Design axi_burst_master, sky130hd; sources not shown.
==> images/congestion.png <==
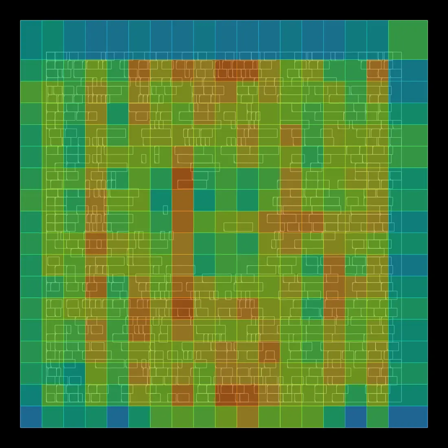
GR peak layer: met2
routing usage on met2: 0.220
drt wl/cell: 14.7 µm
M1 GR Usage: 0.159
Tot GR Track Use: 0.138

==> images/flops_by_reg.png <==
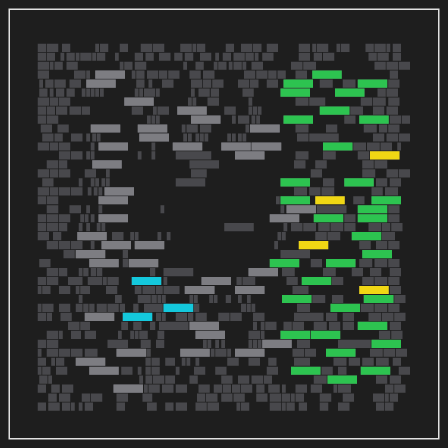
[cyan] state | sequential cells: 3
[yellow] WSTRB | sequential cells: 4 | where: middle right
[green] WDATA | sequential cells: 32 | where: a column on the right
Power Sequential: 2.60 mW
final core utilization: 0.543
register fraction of the total cell area: 0.289
register area: 1980 µm²

==> images/layer_met2.png <==
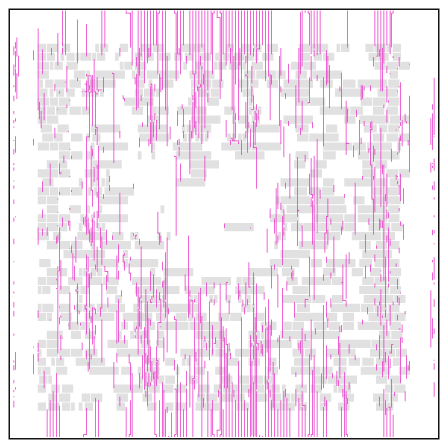
nets with wire on the layer: 623
wire length on this layer: 5,580 µm
main direction: vertical
share of all routed wire: 46%
detailed-route wire length: 12,100 µm
vias post-DR: 3,240

==> images/io_fan.png <==
Bar = 50 µm.
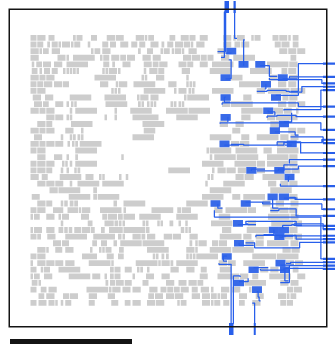
[blue] wdata | bits: 32 | direction: input | edge: 26 right, 3 bottom, 3 top | end cells: 32 | wire: 1,050 µm
Top Ports: 301
number of port buffers: 225

==> images/layer_met1.png <==
Supply wires on this layer in grey.
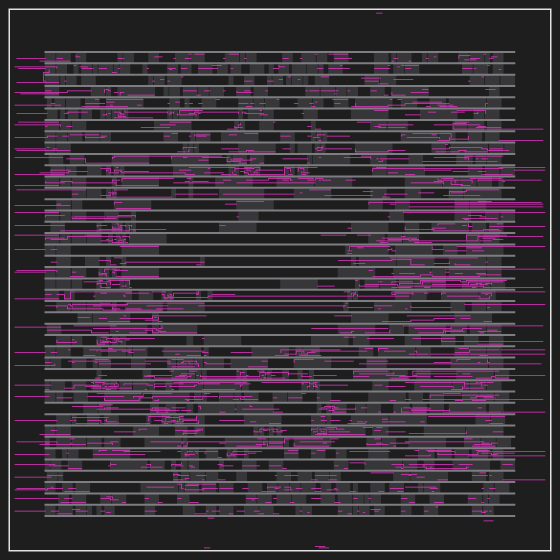
share of all routed wire: 40%
wire length on this layer: 4,890 µm
main direction: horizontal

==> results.toml <==
# synthesis and place-and-route metrics
[yosys]
top_cell = "buf_4"
postSynthSeqShare = 0.509
synth_area_per_cell_um2 = 10.4
yosys-mux-area-fraction = 0.113
synthAdderAreaFrac = 0.00644

[cells_and_area]
fin_nets = 770
stdcell_count = 823
layout_top_cell = "clkdlybuf4s50_1"
layout-drive-gt1-share = 0.209
insertedDiodeCount = 0

[power_and_ir_drop]
power_frac_comb = 0.557

[worst_setup_path]
crit_cells = 3
r2r_cells = 5

[clock_network]
cts.sinks = 79
cts_setup_buffers = 0
clkLatencyLatePin_ps = 320
clk_pin_slew_ps = 60

[grt]
grt-ovfl-total = 0

[outcome]
status = "complete, no violations"

[routing]
ant_nets = 0

[floorplan]
fp-row-count = 41

[place]
dp_hpwl_um = 9950

[hold_path]
hold_path_depth = 1

[final_timing]
clock.fmax_mhz = 477
drv_slew = 0
## layout make-up
type | instances | area, µm²
multi-input cells | 213 | 1220
well taps | 172 | 215
inverters | 4 | 15.0
clock inverters | 2 | 35.0
plain buffers | 112 | 818
flip-flops and latches | 79 | 1980
fillers | 1167 | 5770
repair buffers | 227 | 2270
clock buffers | 14 | 294
## power groups by stage
stage | Combinational, mW | Sequential [mW] | Clock (mW)
after floorplan | 2.02 | 3.35 | 0
after global placement | 5.30 | 2.61 | 0
after detailed placement | 5.36 | 2.63 | 0
after CTS | 5.34 | 2.62 | 1.63
after global routing | 5.63 | 2.71 | 1.70
final | 5.26 | 2.60 | 1.58
## what timing repair did
action / in CTS / in global routing
pin swaps: 0 / 0
gates resized: 11 / 3
hold buffers: 1 / 0
setup endpoints to repair: 7 / 1
hold endpoints to repair: 26 / 0
Power figures rest on the tool's default switching activity, not on a simulated workload.
